==> run_1/flops_by_reg.png <==
The bar under the picture is 20 um long. Other sequential cells in the stronger gray, the rest of the logic in the fainter gray.
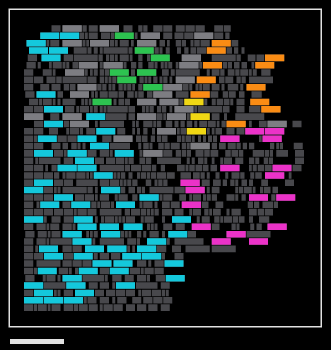
==> run_1/detail.png <==
Window x 71 to 101, y 14 to 44 um. Cells in gray, sequential cells in the stronger gray; small squares are vias.
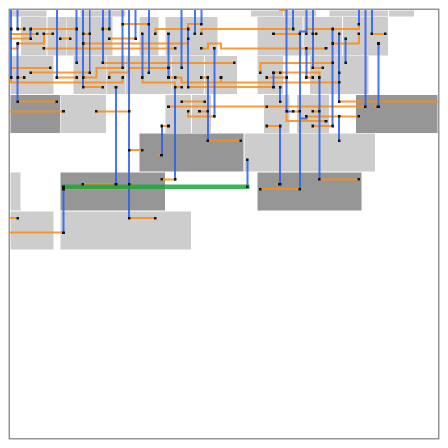
==> run_1/clocks.png <==
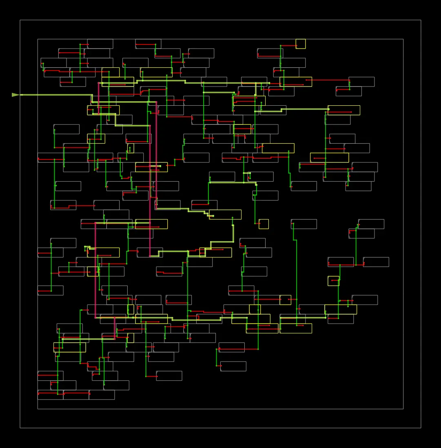
==> run_1/clk_routes.png <==
The bar under the picture is 20 um long.
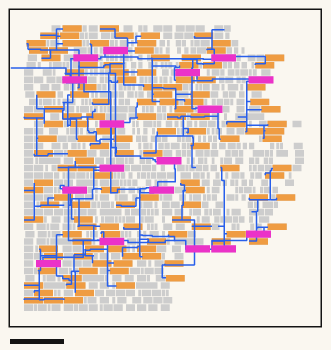
--- src/rtl/uart_reg_responder.sv ---
// Byte-protocol register responder behind a UART: 'W',addr,data writes; 'R',addr reads.
// One reply byte per command, held on tx_data for TX_HOLD_CYCLES; half-duplex, no rx accepted while replying.
module uart_reg_responder #(
    parameter int NUM_REGS       = 8,
    parameter int TX_HOLD_CYCLES = 1100,
    parameter int TIMEOUT_CYCLES = 100000
) (
    input  logic                  clk,
    input  logic                  rst,
    input  logic                  rx_flag,
    input  logic [7:0]            rx_data,
    input  logic                  parity_error,
    output logic                  rx_flag_clr,
    output logic [7:0]            tx_data,
    output logic                  tx_send,
    output logic                  reg_wr_en,
    output logic [7:0]            reg_wr_addr,
    output logic [7:0]            reg_wr_data,
    output logic [NUM_REGS*8-1:0] regs_flat,
    output logic                  busy,
    output logic                  err_timeout
);

    localparam logic [7:0] CMD_W = 8'h57;
    localparam logic [7:0] CMD_R = 8'h52;
    localparam logic [7:0] ACK   = 8'h06;
    localparam logic [7:0] NAK   = 8'h15;

    localparam int HW = $clog2(TX_HOLD_CYCLES + 1);
    localparam int TW = $clog2(TIMEOUT_CYCLES + 1);
    localparam logic [HW-1:0] HOLD_LAST = HW'(TX_HOLD_CYCLES - 1);
    localparam logic [TW-1:0] TMO_MAX   = TW'(TIMEOUT_CYCLES);

    typedef enum logic [2:0] {IDLE, GET_ADDR, GET_DATA, SEND, WAIT_TX} state_t;

    state_t          state;
    logic [HW-1:0]   hold_cnt;
    logic [TW-1:0]   tmo_cnt;
    logic            is_write;
    logic [7:0]      addr_q;
    logic            addr_ok_q;

    logic            listening;
    logic            accept;
    logic            rx_addr_ok;
    logic            tmo_hit;
    logic [7:0]      rd_byte;

    always_comb begin
        listening  = (state == IDLE) || (state == GET_ADDR) || (state == GET_DATA);
        // rx_flag is still high the cycle after a consume; the clr guard prevents a double take
        accept     = listening && rx_flag && !rx_flag_clr;
        rx_addr_ok = ({1'b0, rx_data} < 9'(NUM_REGS));
        tmo_hit    = (tmo_cnt >= TMO_MAX);
        rd_byte    = 8'h00;
        for (int i = 0; i < NUM_REGS; i++) begin
            if (rx_data == 8'(i)) rd_byte = regs_flat[i*8 +: 8];
        end
    end

    assign busy = (state != IDLE);

    always_ff @(posedge clk) begin
        if (rst) begin
            state       <= IDLE;
            hold_cnt    <= '0;
            tmo_cnt     <= '0;
            is_write    <= 1'b0;
            addr_q      <= 8'h00;
            addr_ok_q   <= 1'b0;
            rx_flag_clr <= 1'b0;
            tx_data     <= 8'h00;
            tx_send     <= 1'b0;
            reg_wr_en   <= 1'b0;
            reg_wr_addr <= 8'h00;
            reg_wr_data <= 8'h00;
            err_timeout <= 1'b0;
            regs_flat   <= '0;
        end else begin
            rx_flag_clr <= accept;
            tx_send     <= 1'b0;
            reg_wr_en   <= 1'b0;
            err_timeout <= 1'b0;

            case (state)
                IDLE: begin
                    if (accept) begin
                        if (parity_error || !(rx_data == CMD_W || rx_data == CMD_R)) begin
                            tx_data <= NAK;
                            tx_send <= 1'b1;
                            state   <= SEND;
                        end else begin
                            is_write <= (rx_data == CMD_W);
                            tmo_cnt  <= '0;
                            state    <= GET_ADDR;
                        end
                    end
                end

                GET_ADDR: begin
                    if (accept) begin
                        tmo_cnt <= '0;
                        if (parity_error) begin
                            tx_data <= NAK;
                            tx_send <= 1'b1;
                            state   <= SEND;
                        end else if (is_write) begin
                            addr_q    <= rx_data;
                            addr_ok_q <= rx_addr_ok;
                            state     <= GET_DATA;
                        end else begin
                            addr_q    <= rx_data;
                            addr_ok_q <= rx_addr_ok;
                            tx_data   <= rx_addr_ok ? rd_byte : NAK;
                            tx_send   <= 1'b1;
                            state     <= SEND;
                        end
                    end else if (tmo_hit) begin
                        err_timeout <= 1'b1;
                        tmo_cnt     <= '0;
                        state       <= IDLE;
                    end else begin
                        tmo_cnt <= tmo_cnt + 1'b1;
                    end
                end

                GET_DATA: begin
                    if (accept) begin
                        tmo_cnt <= '0;
                        tx_send <= 1'b1;
                        state   <= SEND;
                        if (!parity_error && addr_ok_q) begin
                            for (int i = 0; i < NUM_REGS; i++) begin
                                if (addr_q == 8'(i)) regs_flat[i*8 +: 8] <= rx_data;
                            end
                            reg_wr_en   <= 1'b1;
                            reg_wr_addr <= addr_q;
                            reg_wr_data <= rx_data;
                            tx_data     <= ACK;
                        end else begin
                            tx_data <= NAK;
                        end
                    end else if (tmo_hit) begin
                        err_timeout <= 1'b1;
                        tmo_cnt     <= '0;
                        state       <= IDLE;
                    end else begin
                        tmo_cnt <= tmo_cnt + 1'b1;
                    end
                end

                SEND: begin
                    hold_cnt <= '0;
                    state    <= WAIT_TX;
                end

                WAIT_TX: begin
                    if (hold_cnt >= HOLD_LAST) begin
                        hold_cnt <= '0;
                        state    <= IDLE;
                    end else begin
                        hold_cnt <= hold_cnt + 1'b1;
                    end
                end

                default: state <= IDLE;
            endcase
        end
    end

endmodule

--- config.mk ---
export PLATFORM = sky130hd
export DESIGN_NAME = uart_reg_responder
export DESIGN_NICKNAME = d
export VERILOG_FILES = /design/src/rtl/uart_reg_responder.sv
export SDC_FILE = /design/constraint.sdc
export NUM_CORES = 1
export LEC_CHECK = 0
export CORE_AREA = 5 5 110 112
export DETAILED_ROUTE_END_ITERATION = 6
export DIE_AREA = 0 0 115 117
export GPL_TIMING_DRIVEN = 0
export HOLD_SLACK_MARGIN = 0.15
export PLACE_DENSITY = 0.94
export SETUP_SLACK_MARGIN = 0.4
export SLEW_MARGIN = 20
export SYNTH_ARGS = -nofsm -noshare
export SYNTH_HDL_FRONTEND = slang
export SYNTH_SLANG_ARGS = --single-unit
--- constraint.sdc ---
create_clock -name clk -period 7.9 [get_ports clk]
set_input_delay 1.58 -clock clk [delete_from_list [all_inputs] [get_ports clk]]
set_output_delay 1.58 -clock clk [all_outputs]
set_load 0.05 [all_outputs]
==> results.txt, run 1 <==
Implementation numbers.

- The flow ran to the end, and the final reports show no timing, DRC or antenna violations.
- The total vias in the final route is 5,888.
- The post-placement setup slack is 3.37 ns.
- The aggregate global-route resource usage is 29.0%.
- The number of instances in the synthesized netlist is 676.
- The number of endpoints with negative hold slack in the final report is 0.
- The starting density of the core is 54.7%.
- The pin count of the biggest net entering global routing is 17.
- The clock root buffer is clkbuf_16.
- The power density over cell area is 202 mW/mm2.
- For this run, asynchronously set or reset flops after synthesis account for 0%.
- The core region is 0.0111 mm2.
- The largest voltage drop on the vdd net is 0.176 mV.
- 105 I/O pins were placed.
- The area share of xor/xnor cells in the synthesized design is 2.16%.
- The dominant kind of combinational cell is simple AND/OR/NAND/NOR gates.
- The total negative slack for setup checks is 0 ns.
- According to the dpl log, the detail-placed design has an HPWL of 12,700 um.
- TritonCTS built the clock tree.
- From left edge to right edge, the die measures 115 um.
- The via count of the first global-routing pass came to 5,999.
- Setup violations remaining at the end of the flow were counted as 0.
- The synthesized area per cell is 9.01 um2.
- The kind of start point of the critical path is an input port.
- The detail route stage leaves a number of antenna-violating nets equal to 0.
Notes on flops_by_reg.png above:
- `hold_cnt`: orange (sequential cells 11; where upper right)
- `tmo_cnt`: magenta (sequential cells 17; where middle right)
- `state`: yellow (sequential cells 3)
- `regs_flat`: cyan (sequential cells 64)
- `addr_q`: green (sequential cells 8; where top center)
- not colored: 30
flip-flop and latch share of the layout cell area: 33.8%
sequential cell power: 0.683 mW
final core utilization: 70.9%

Notes on detail.png above:
- metal 1: orange
- metal 2: blue
- metal 3: green
- cells with their middle in the window: 27
- netlist names of flops here include: `tmo_cnt` (4)
- most frequent: dfxtp_1 (4)
- sequential cells in the window: 4

Notes on clocks.png above:
CTS Buf Count: 17
layout clock buffer count: 20
FFs & Latches: 133

Notes on clk_routes.png above:
- flip-flops: orange (count 133)
- clock drivers: magenta (count 17)
- clock wires: blue (length 1,640 um)
- flops lie: widely spread
Worst Skew: 0.00752 ns
power in the clock group: 0.791 mW
insertion delay to the later sink of the worst-skew pair: 0.43 ns
proportion of power drawn by the clock network: 49.6%

[run 1: power groups by stage]
stage	clock, mW	combinational [mW]	sequential, mW
6_report	0.791	0.119	0.683
5_1_grt	0.823	0.127	0.684
4_1_cts	0.789	0.117	0.683
3_5_place_dp	0	0.115	0.697
3_3_place_gp	0	0.114	0.697
2_1_floorplan	0	0.0694	0.704
[run 1: path summary, 6_finish.rpt]
kind | start | end | slack [ns] | cells past startpoint
worst max register to register | state[0]$_SDFFE_PP0P_ | regs_flat[17]$_SDFFE_PP0P_ | 4.95 | 6
worst min register to register | tmo_cnt[16]$_SDFFE_PP0P_ | tmo_cnt[16]$_SDFFE_PP0P_ | 0.46 | 2
worst min-delay path | tmo_cnt[16]$_SDFFE_PP0P_ | tmo_cnt[16]$_SDFFE_PP0P_ | 0.46 | 2
worst max-delay path | parity_error | regs_flat[17]$_SDFFE_PP0P_ | 3.61 | 7
[run 1: per-stage QoR]
step / hold WS (ns) / power, mW
CTS: 0.458 / 1.59
floorplan: 0.434 / 0.774
detailed placement: 0.452 / 0.812
global route: 0.482 / 1.63
global placement: 0.446 / 0.811
finish: 0.455 / 1.59
[run 1: registers in the layout (all words and copies together) (netlist names), 3 cells and up]
| signal | flops |
|---|---|
| tmo_cnt | 17 |
| reg_wr_addr | 8 |
| state | 3 |
| hold_cnt | 11 |
| tx_data | 8 |
| reg_wr_data | 8 |
| addr_q | 8 |
| regs_flat | 64 |
[run 1: per-layer routing]
layer	GRT usage [%]	wire (um)	vias up
met4	17.8	954	0
met2	46.4	8890	361
met1	33.9	7210	2774
met5	0	0	-
li1	-	-	2659
met3	9.20	1900	94
[run 1: cell usage in the layout (no fill, tap or decap), types with 9 or more instances in the layout]
| cell type | Yosys | final |
|---|---|---|
| clkdlybuf4s50_1 | 0 | 102 |
| xnor2_1 | 10 | 10 |
| nor3_1 | 9 | 9 |
| nand3_1 | 24 | 24 |
| inv_1 | 20 | 20 |
| nor2_1 | 103 | 103 |
| o22ai_1 | 14 | 14 |
| dfxtp_1 | 133 | 133 |
| mux2i_1 | 77 | 77 |
| clkbuf_1 | 38 | 38 |
| clkbuf_16 | 0 | 17 |
| a21oi_1 | 48 | 48 |
| o21ai_0 | 12 | 12 |
| or3_1 | 10 | 10 |
| nand2_1 | 42 | 42 |
| nand2b_1 | 13 | 13 |
[run 1: cell families (layout without fill, tap and decap cells)]
kind of cell | after synthesis | count (layout)
xor gates and xnor gates | 15 | 15
AOI/OAI and AO/OA | 115 | 115
buffers and inverters | 66 | 199
and+or+nand+nor | 257 | 257
muxes | 87 | 87
adders and majority gates | 3 | 3
DFF | 133 | 133
[run 1: worst register-to-register path: cells and delay by family (launching register included)]
kind,cells,cell delay (ns)
DFF,1,0.35
buffers and inverters,1,0.36
and+or+nand+nor,4,1.78
muxes,1,0.32
[run 1: layout make-up]
type	count	area (um2)
Fill cell	743	3240
Clock inverter	11	125
Tap cell	143	179
Buffer	46	186
Inverter	20	75.1
Timing Repair Buffer	102	1020
Clock buffer	20	467
Multi-Input combinational cell	477	3170
Sequential cell	133	2660
==> run_1/sizes.png <==
The bar under the picture is 20 um long.
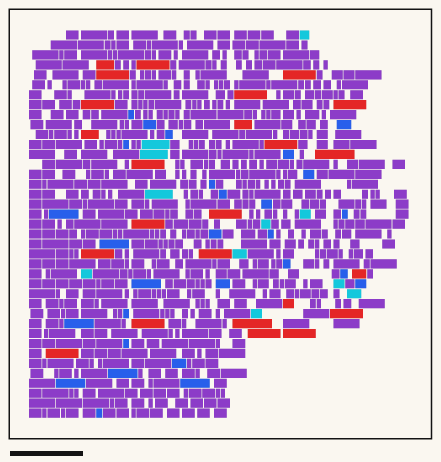

==> run 1 -> run 2 <==
--- a/config.mk
+++ b/config.mk
@@ -5,12 +5,12 @@
 export SDC_FILE = /design/constraint.sdc
 export NUM_CORES = 1
 export LEC_CHECK = 0
-export CORE_AREA = 5 5 110 112
+export CORE_AREA = 5 5 119 121
 export DETAILED_ROUTE_END_ITERATION = 6
-export DIE_AREA = 0 0 115 117
+export DIE_AREA = 0 0 124 126
 export GPL_TIMING_DRIVEN = 0
 export HOLD_SLACK_MARGIN = 0.15
-export PLACE_DENSITY = 0.94
+export PLACE_DENSITY = 0.85
 export SETUP_SLACK_MARGIN = 0.4
 export SLEW_MARGIN = 20
 export SYNTH_ARGS = -nofsm -noshare
==> constraint.sdc (replaced) <==
create_clock -name clk -period 3.5 [get_ports clk]
set_input_delay 0.7 -clock clk [delete_from_list [all_inputs] [get_ports clk]]
set_output_delay 0.7 -clock clk [all_outputs]
set_load 0.05 [all_outputs]
==> run_2/sizes.png <==
The bar under the picture is 20 um long.
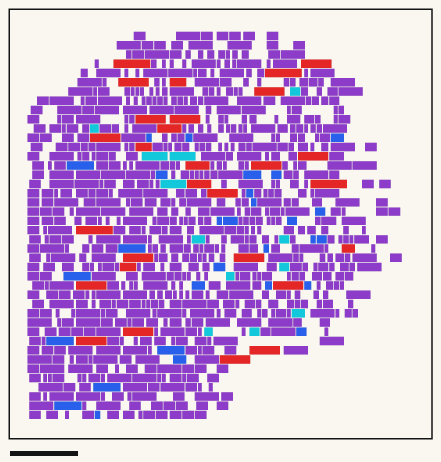
- _2 cells: blue (cells 29)
- _6 and larger: red (cells 28)
- _0 and _1 cells: purple (cells 744)
- _3 and _4 cells: cyan (cells 12)
count of buffers not belonging to the clock network in the layout: 151
Area Growth Syn to Fin: 32.2%
final std cell area, no fill: 0.00805 mm2

==> run_2/flops_by_reg.png <==
The bar under the picture is 20 um long. Other sequential cells in the stronger gray, the rest of the logic in the fainter gray.
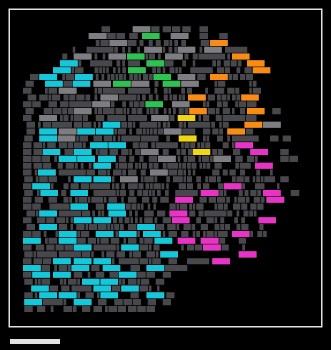
- `regs_flat`: cyan (sequential cells 64)
- `addr_q`: green (sequential cells 8; where top center)
- `tmo_cnt`: magenta (sequential cells 17)
- `state`: yellow (sequential cells 3)
- `hold_cnt`: orange (sequential cells 11; where upper right)
- not colored: 30
final core utilization: 62.0%
register cell area after layout: 0.00266 mm2
flip-flop and latch share of the layout cell area: 33.1%
sequential cell power: 1.54 mW

==> results.txt, run 2 <==
Implementation numbers.

- The worst hold path passes through 2 cells.
- In this run, CTS created clock tree buffers numbering 17.
- The clock root buffer is clkbuf_16.
- The top cell type in the final layout, fill and taps aside, is dfxtp_1.
- The fraction of synthesis flops using an asynchronous set or reset pin is 0%.
- The largest voltage drop on the vdd net is 0.271 mV.
- STA shows the worst min-delay path finishing at reg_wr_addr[0]$_SDFFE_PP0P_.
- After technology mapping, the gate count stands at 676.
- Hold is met by 0.454 ns.
- The capture point of the worst register-to-register path is recorded as tx_data[5]$_SDFFE_PP0P_.
- The register with the most flip-flops in the layout has 64 of them.
- For the worst min-delay path, the startpoint reported by OpenROAD is reg_wr_addr[0]$_SDFFE_PP0P_.
- The clock tree from TritonCTS is done.
- The register ranked first by flip-flop count is regs_flat.
- Entering global routing, the biggest net connects 17 pins.
- For this block, the via count after detailed routing is 5,719.
- The core region area is 0.0130 mm2.
- The starting density of the core is 46.9%.
- The most common logic cells in the final layout are dfxtp_1, nor2_1, clkdlybuf4s50_1.
- The run finished with clean final reports.
- For this design the top-level I/O count stands at 105.
- Per the post-route antenna check, the number of violating nets is 0.
- In this run the critical register-to-register path is launched from state[0]$_SDFFE_PP0P_.
- The synthesized area per cell is 9.01 um2.
- Overall routing resource usage recorded by global route was 24.4%.
- The post-detailed-placement half-perimeter wirelength is 12,600 um.
==> run_2/clk_routes.png <==
The bar under the picture is 20 um long.
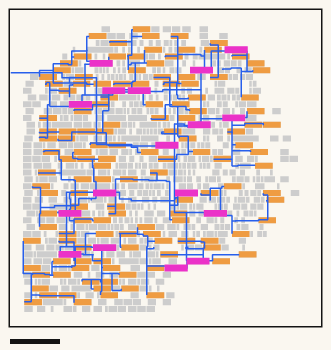
- flip-flops: orange (count 133)
- clock drivers: magenta (count 17)
- clock wires: blue (length 1,640 um)
- routed clock nets: 18
insertion delay to the later sink of the worst-skew pair: 0.41 ns
Worst Skew: 0.00785 ns
proportion of power drawn by the clock network: 51.5%
power in the clock group: 1.93 mW

==> run 2: worst max-delay path by stage <==
stage                            start                         end  slack (ns)  cells past startpoint
final                     parity_error    tmo_cnt[15]$_SDFFE_PP0P_        0.51                      8
after global routing      parity_error     tmo_cnt[3]$_SDFFE_PP0P_        0.42                      8
after CTS                 parity_error  regs_flat[36]$_SDFFE_PP0P_        0.45                      7
after detailed placement  parity_error  regs_flat[20]$_SDFFE_PP0P_       -0.13                      7
after global placement    parity_error  regs_flat[21]$_SDFFE_PP0P_       -0.13                      7
after floorplan             rx_data[3]    tmo_cnt[15]$_SDFFE_PP0P_        0.78                      7
==> run 2: routing by layer <==
metal / share of wire (%) / vias to the layer above / routed length, um / GRT usage, %
met1: 40 / 2719 / 7560 / 30.4
li1: - / 2644 / - / -
met5: 0 / - / 0 / 0
met2: 47 / 297 / 8810 / 38.5
met4: 4.4 / 0 / 830 / 11.8
met3: 8.5 / 59 / 1610 / 7.13
==> run 2: kinds of logic (layout without fill, tap and decap cells) <==
family,Yosys count,count (layout),share of synthesized area (%)
compound gates,115,115,12.0
xor+xnor,15,15,2.16
fa+ha+maj,3,3,0.616
buf+inv,66,203,4.29
flops,133,133,43.7
mux,87,87,15.8
simple gates,257,257,21.4
==> run 2: where the power goes <==
group	leakage, nW	switching [mW]	internal, mW	total (mW)
combinational	1.62	0.189	0.0836	0.273
sequential	1.07	0.0150	1.53	1.54
clock	0.305	0.677	1.25	1.93
total	3.00	0.882	2.86	3.74
==> run 2: area by class of cell <==
class | instances | area, um2
multi-input cells | 477 | 3180
fillers | 1071 | 4930
plain buffers | 46 | 186
clock buffers | 21 | 470
well taps | 176 | 220
repair buffers | 105 | 1080
inverters | 20 | 75.1
clock inverters | 11 | 174
flip-flops and latches | 133 | 2660
==> run 2: worst max-delay path, cell delays in order <==
cell,delay [ns]
clkdlybuf4s50_1,0.56
or3b_2,0.51
or4_1,0.39
buf_2,0.20
and2_4,0.19
buf_6,0.13
or4_4,0.51
a21oi_2,0.14
==> run 2: metrics by stage <==
| stage | total power, mW | std cells | setup TNS [ns] | instance area, um2 | util (%) |
|---|---|---|---|---|---|
| global route | 3.84 | 989 | 0 | 8050 | 62.0 |
| finish | 3.74 | 989 | 0 | 8050 | 62.0 |
| CTS | 3.74 | 988 | 0 | 8020 | 61.8 |
| global placement | 1.83 | 954 | -2.63 | 7330 | 56.5 |
| detailed placement | 1.84 | 954 | -2.30 | 7330 | 56.5 |
| floorplan | 1.75 | 676 | 0 | 6090 | - |
==> run 2: repair_timing <==
action,in CTS,in global routing
pin swaps,3,1
hold endpoints to repair,0,0
resized,0,3
setup buffers,2,1
endpoints found under the setup margin,24,34
Power figures rest on the tool's default switching activity, not on a simulated workload.
